**src/rtl/sccb_target.sv**
```systemverilog
// sccb_target: SCCB/I2C target with an internal 256x8 register file.
// Decodes START/STOP, device address, sub-address and data bytes from
// oversampled scl/sda. It drives ACK and read data open-drain through sda_oe.
// Optional feature macro: SCCB_TGT_AUTOINC_EN (burst pointer auto-increment).
module sccb_target #(
  parameter logic [7:0] DEV_ADDR = 8'h60
) (
  input  logic       clk,
  input  logic       reset,
  input  logic       scl,
  input  logic       sda_in,
  output logic       sda,
  output logic       sda_oe,
  output logic       wr_stb,
  output logic [7:0] wr_addr,
  output logic [7:0] wr_data,
  output logic       busy
);

  typedef enum logic [3:0] {
    IDLE, DEV, DEV_ACK, SUB, SUB_ACK, WDAT, WDAT_ACK, RDAT, RD_ACK, IGNORE
  } state_t;

  logic       scl_s1, scl_s2, scl_h;
  logic       sda_s1, sda_s2, sda_h;
  logic       scl_rise, scl_fall, bus_start, bus_stop;
  state_t     state, state_n;
  logic [3:0] bit_cnt, bit_cnt_n;
  logic [7:0] shift, shift_n;
  logic [7:0] ptr, ptr_n;
  logic [7:0] wr_addr_n, wr_data_n;
  logic       rw, rw_n;
  logic       sda_oe_n, busy_n, wr_stb_n;
  logic       reg_we;
  logic [7:0] rx_byte, rd_byte;
  logic [7:0] regs [256];

  // The pad is only ever pulled low; sda_oe decides whether it is driven.
  assign sda = 1'b0;

  // sda_h lines up with the registered edge flags, so it is the bit under the clock.
  assign rx_byte = {shift[6:0], sda_h};
  assign rd_byte = regs[ptr];

  // Synchronisers and history flops start at the idle-bus level (high).
  // The edge and bus-condition flags are registered, giving 3 clk from pin to flag.
  always_ff @(posedge clk or posedge reset) begin
    if (reset) begin
      scl_s1    <= 1'b1;
      scl_s2    <= 1'b1;
      scl_h     <= 1'b1;
      sda_s1    <= 1'b1;
      sda_s2    <= 1'b1;
      sda_h     <= 1'b1;
      scl_rise  <= 1'b0;
      scl_fall  <= 1'b0;
      bus_start <= 1'b0;
      bus_stop  <= 1'b0;
    end else begin
      scl_s1    <= scl;
      scl_s2    <= scl_s1;
      scl_h     <= scl_s2;
      sda_s1    <= sda_in;
      sda_s2    <= sda_s1;
      sda_h     <= sda_s2;
      scl_rise  <= scl_s2 & ~scl_h;
      scl_fall  <= ~scl_s2 & scl_h;
      bus_start <= scl_s2 & scl_h & sda_h & ~sda_s2;
      bus_stop  <= scl_s2 & scl_h & ~sda_h & sda_s2;
    end
  end

  // Protocol state and registered outputs; a reset releases SDA immediately.
  always_ff @(posedge clk or posedge reset) begin
    if (reset) begin
      state   <= IDLE;
      bit_cnt <= 4'd0;
      shift   <= 8'h00;
      ptr     <= 8'h00;
      rw      <= 1'b0;
      sda_oe  <= 1'b0;
      busy    <= 1'b0;
      wr_stb  <= 1'b0;
      wr_addr <= 8'h00;
      wr_data <= 8'h00;
    end else begin
      state   <= state_n;
      bit_cnt <= bit_cnt_n;
      shift   <= shift_n;
      ptr     <= ptr_n;
      rw      <= rw_n;
      sda_oe  <= sda_oe_n;
      busy    <= busy_n;
      wr_stb  <= wr_stb_n;
      wr_addr <= wr_addr_n;
      wr_data <= wr_data_n;
    end
  end

  // Register file has no reset; a read-back always sees the most recent write.
  always_ff @(posedge clk) begin
    if (reg_we) regs[ptr] <= wr_data_n;
  end

  // Next-state logic. START/STOP win over any edge flag in the same cycle.
  // Bits are sampled on scl_rise. SDA is only changed on scl_fall.
  always_comb begin
    state_n   = state;
    bit_cnt_n = bit_cnt;
    shift_n   = shift;
    ptr_n     = ptr;
    rw_n      = rw;
    sda_oe_n  = sda_oe;
    busy_n    = busy;
    wr_stb_n  = 1'b0;
    wr_addr_n = wr_addr;
    wr_data_n = wr_data;
    reg_we    = 1'b0;
    if (bus_start) begin
      state_n   = DEV;
      bit_cnt_n = 4'd0;
      sda_oe_n  = 1'b0;
    end else if (bus_stop) begin
      state_n  = IDLE;
      sda_oe_n = 1'b0;
      busy_n   = 1'b0;
    end else begin
      case (state)
        DEV: if (scl_rise) begin
          shift_n   = rx_byte;
          bit_cnt_n = bit_cnt + 4'd1;
          if (bit_cnt == 4'd7) begin
            bit_cnt_n = 4'd0;
            if (rx_byte[7:1] == DEV_ADDR[7:1]) begin
              state_n = DEV_ACK;
              busy_n  = 1'b1;
              rw_n    = rx_byte[0];
            end else begin
              state_n = IGNORE;
            end
          end
        end
        // The first fall after bit 8 pulls SDA low. The next fall ends the ACK.
        DEV_ACK: if (scl_fall) begin
          if (!sda_oe) begin
            sda_oe_n = 1'b1;
          end else if (rw) begin
            state_n   = RDAT;
            shift_n   = {rd_byte[6:0], 1'b0};
            sda_oe_n  = ~rd_byte[7];
            bit_cnt_n = 4'd1;
          end else begin
            state_n   = SUB;
            sda_oe_n  = 1'b0;
            bit_cnt_n = 4'd0;
          end
        end
        SUB: if (scl_rise) begin
          shift_n   = rx_byte;
          bit_cnt_n = bit_cnt + 4'd1;
          if (bit_cnt == 4'd7) begin
            bit_cnt_n = 4'd0;
            ptr_n     = rx_byte;
            state_n   = SUB_ACK;
          end
        end
        SUB_ACK, WDAT_ACK: if (scl_fall) begin
          if (!sda_oe) begin
            sda_oe_n = 1'b1;
          end else begin
            state_n   = WDAT;
            sda_oe_n  = 1'b0;
            bit_cnt_n = 4'd0;
          end
        end
        WDAT: if (scl_rise) begin
          shift_n   = rx_byte;
          bit_cnt_n = bit_cnt + 4'd1;
          if (bit_cnt == 4'd7) begin
            bit_cnt_n = 4'd0;
            reg_we    = 1'b1;
            wr_stb_n  = 1'b1;
            wr_addr_n = ptr;
            wr_data_n = rx_byte;
            state_n   = WDAT_ACK;
`ifdef SCCB_TGT_AUTOINC_EN
            ptr_n     = ptr + 8'd1;
`endif
          end
        end
        // bit_cnt counts bits already driven. After the 8th bit, the next fall releases the line.
        RDAT: if (scl_fall) begin
          if (bit_cnt == 4'd8) begin
            sda_oe_n = 1'b0;
            state_n  = RD_ACK;
          end else begin
            sda_oe_n  = ~shift[7];
            shift_n   = {shift[6:0], 1'b0};
            bit_cnt_n = bit_cnt + 4'd1;
          end
        end
        // On an initiator ACK, reload with nothing driven yet.
        // The next fall then drives the MSB.
        RD_ACK: if (scl_rise) begin
          if (!sda_h) begin
            state_n   = RDAT;
            bit_cnt_n = 4'd0;
`ifdef SCCB_TGT_AUTOINC_EN
            ptr_n     = ptr + 8'd1;
            shift_n   = regs[ptr_n];
`else
            shift_n   = rd_byte;
`endif
          end else begin
            state_n = IGNORE;
          end
        end
        IDLE, IGNORE: sda_oe_n = 1'b0;
        default: begin
          state_n  = IDLE;
          sda_oe_n = 1'b0;
        end
      endcase
    end
  end

endmodule

```
**config.mk**
```make
export PLATFORM = sky130hd
export DESIGN_NAME = sccb_target
export DESIGN_NICKNAME = d
export VERILOG_FILES = /design/src/rtl/sccb_target.sv
export SDC_FILE = /design/constraint.sdc
export NUM_CORES = 2
export LEC_CHECK = 0
export ABC_AREA = 1
export CELL_PAD_IN_SITES_DETAIL_PLACEMENT = 1
export CELL_PAD_IN_SITES_GLOBAL_PLACEMENT = 1
export CORE_MARGIN = 2
export CORE_UTILIZATION = 45
export DETAILED_ROUTE_END_ITERATION = 8
export GPL_ROUTABILITY_DRIVEN = 0
export PLACE_DENSITY = 0.78
export SLEW_MARGIN = 40
export SYNTH_ARGS = -nofsm -noshare
export SYNTH_HDL_FRONTEND = slang
export SYNTH_SLANG_ARGS = --single-unit
```
**constraint.sdc**
```tcl
create_clock -name clk -period 27.5 [get_ports clk]
set_clock_uncertainty 0.2 [all_clocks]
set_input_delay 6.875 -clock clk [delete_from_list [all_inputs] [get_ports clk]]
set_output_delay 6.875 -clock clk [all_outputs]
set_load 0.005 [all_outputs]
```
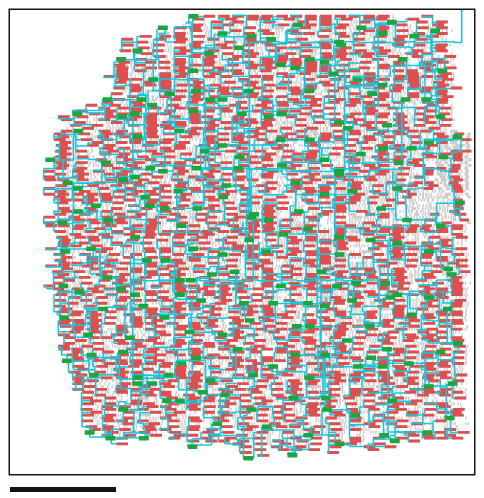
(images/clock_map.png)
The bar under the picture is 100 um long.
[clock wires] cyan | length: 24.6 mm
[flip-flops] red | count: 2102
[cells driving clock nets] green | count: 212
routed clock nets: 213
flops lie: all over the die

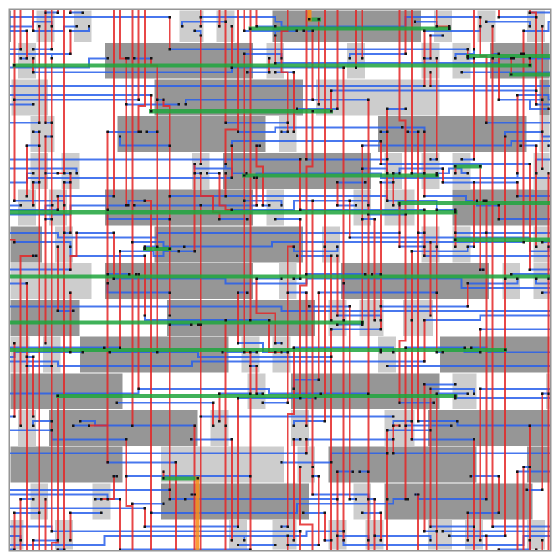
(images/zoom.png)
Region (200, 112) to (240, 152) um. Cells in grey, sequential cells in the stronger grey; small squares are vias.
| layer | colour |
|---|---|
| met4 | orange |
| met2 | red |
| met1 | blue |
| met3 | green |
netlist names of flops here include: regs (22)
cells with their middle in the window: 88
most frequent: nand2_1 (45), edfxtp_1 (22), nor2_1 (6)
sequential cells in the window: 22

==> qor.tcl <==
set qor(holdCritStartpoint) {sda_s2}
set qor(postCtsHoldBufs) 0
set qor(n_multi_input_combinational_cell) 5193
set qor(switching_share_pct) 21.5
set qor(drtAntennaViolNets) 0
set qor(r2r_cells) 19
set qor(utilization_of_the_core_after_routing_pct) 50.8
set qor(tritoncts_clock_tree) {yes}
set qor(combinational_cell_power_uw) 152
set qor(finish.instance_area_sq_um) 95600
set qor(die_h_um) 440
set qor(power.density_cell_area_nw_per_um2) 67.8
set qor(cp.depth) 1
set qor(rows) 159
set qor(clock_tree.root_cell) {sky130_fd_sc_hd__clkbuf_16}
set qor(cell_class_with_the_largest_area_share) {registers}
set qor(first_global_vias) 63100
set qor(insertion_delay_ns) 0.88
set qor(power.switching_uw) 1400
set qor(clock_sinks) 2102
set qor(logic_area_sq_um) 21000
set qor(critical_path.max_fanout) 5
set qor(outcome) {finished clean}
set qor(ranking_of_synthesized_cells_by_instance_count) {4093 x sky130_fd_sc_hd__nand2_1, 2048 x sky130_fd_sc_hd__edfxtp_1, 446 x sky130_fd_sc_hd__nor2_1, 213 x sky130_fd_sc_hd__nand3_1, 186 x sky130_fd_sc_hd__clkbuf_1}
set qor(highest-signal-layer) {met4}
set qor(yosysUniqueCellTypes) 32
set qor(dp.final_hpwl_um) 150000
set qor(placed_cells_incl_taps) 9990
set qor(placedInstanceArea_sq_um) 88400
set qor(inverters) 69
set qor(required_ns) 20.42
set qor(top_area_share_pct) 72.0
set qor(cts-buffers-inserted) 212
set qor(worst_hold_path.num_cells) 0
set qor(grt_max_degree) 184
set qor(pg_seq_uw) 3490
set qor(critical_path.max_stage_delay_ns) 0.57
set qor(detail_route.drc_violations) 0
set qor(minimum_period_implied_by_the_final_worst_setup_slack_ns) 8.94
set qor(antenna_violations_before_repair) 3
set qor(timing.critical_path.to) {sda_oe}
set qor(crit_arrival_ns) 1.86
set qor(cp.buffers_inverters) 1
set qor(cell_type_group_with_the_largest_total_delay_on_the_critical_path) {buffers and inverters}
set qor(openroad.warnings) 57
set qor(overflow) 0
set qor(sequential_fraction_of_the_synthesis_area_pct) 73.6
set qor(ys_seq_elements) 2102
set qor(share_seq_of_total_power_pct) 53.8
set qor(comb_area_share_pct) 22.0
set qor(n_sequential_cell) 2102
set qor(global_route.usage.met1_pct) 35.4
set qor(edf_count) 2048
set qor(worst_setup_hold_path_clk_slew_ns) 0.06
set qor(reg2reg_slack_ns) 21.55
set qor(core_area_sq_um) 188000
set qor(detail_route.iter0.violations) 6497
set qor(lay_top_cells) {4092 x sky130_fd_sc_hd__nand2_1, 2048 x sky130_fd_sc_hd__edfxtp_1, 343 x sky130_fd_sc_hd__nor2_1, 212 x sky130_fd_sc_hd__clkbuf_16, 203 x sky130_fd_sc_hd__nand3_1}
set qor(netlist.top_cell.by_area) {sky130_fd_sc_hd__edfxtp_1}
set qor(timing_max_transition_violations_final) 0
set qor(groute.layer.met3.usage_pct) 4.88
set qor(reg2reg_to) {shift[2]}
set qor(top_post_synthesis_cells_by_area) {sky130_fd_sc_hd__edfxtp_1 72%, sky130_fd_sc_hd__nand2_1 18%, sky130_fd_sc_hd__nor2_1 2.0%, sky130_fd_sc_hd__dfrtp_1 1.4%, sky130_fd_sc_hd__nand3_1 1.2%}
set qor(drive_gt1_share_pct) 6.89
set qor(tightestPinTransition_ns) 0.893
set qor(setup_violations) 0
set qor(postSynth.asyncResetShare_pct) 2.57
set qor(wl_um) 268000
set qor(top_register) {regs}
set qor(grt_util_all_layers_pct) 27.6
set qor(initial_utilization_pct) 45.4
set qor(cts.path.max_buffers) 3
set qor(use_met2_pct) 46.2
set qor(internal_power_uw) 5080
set qor(rsz_0062_raised_after_global_routing) {false}
set qor(nonClkBufAreaFrac_pct) 1.59
set qor(antenna_cells_inserted) 1
set qor(post_drt_via_cell_ratio) 5.70
set qor(finalWorstSetupSlack_ns) 18.56
set qor(final.signal_buffer_count) 137
set qor(worst_setup_path_startpoint) {sda_oe}
set qor(h-tree-depth) 4
set qor(dr_total_vias) 59200
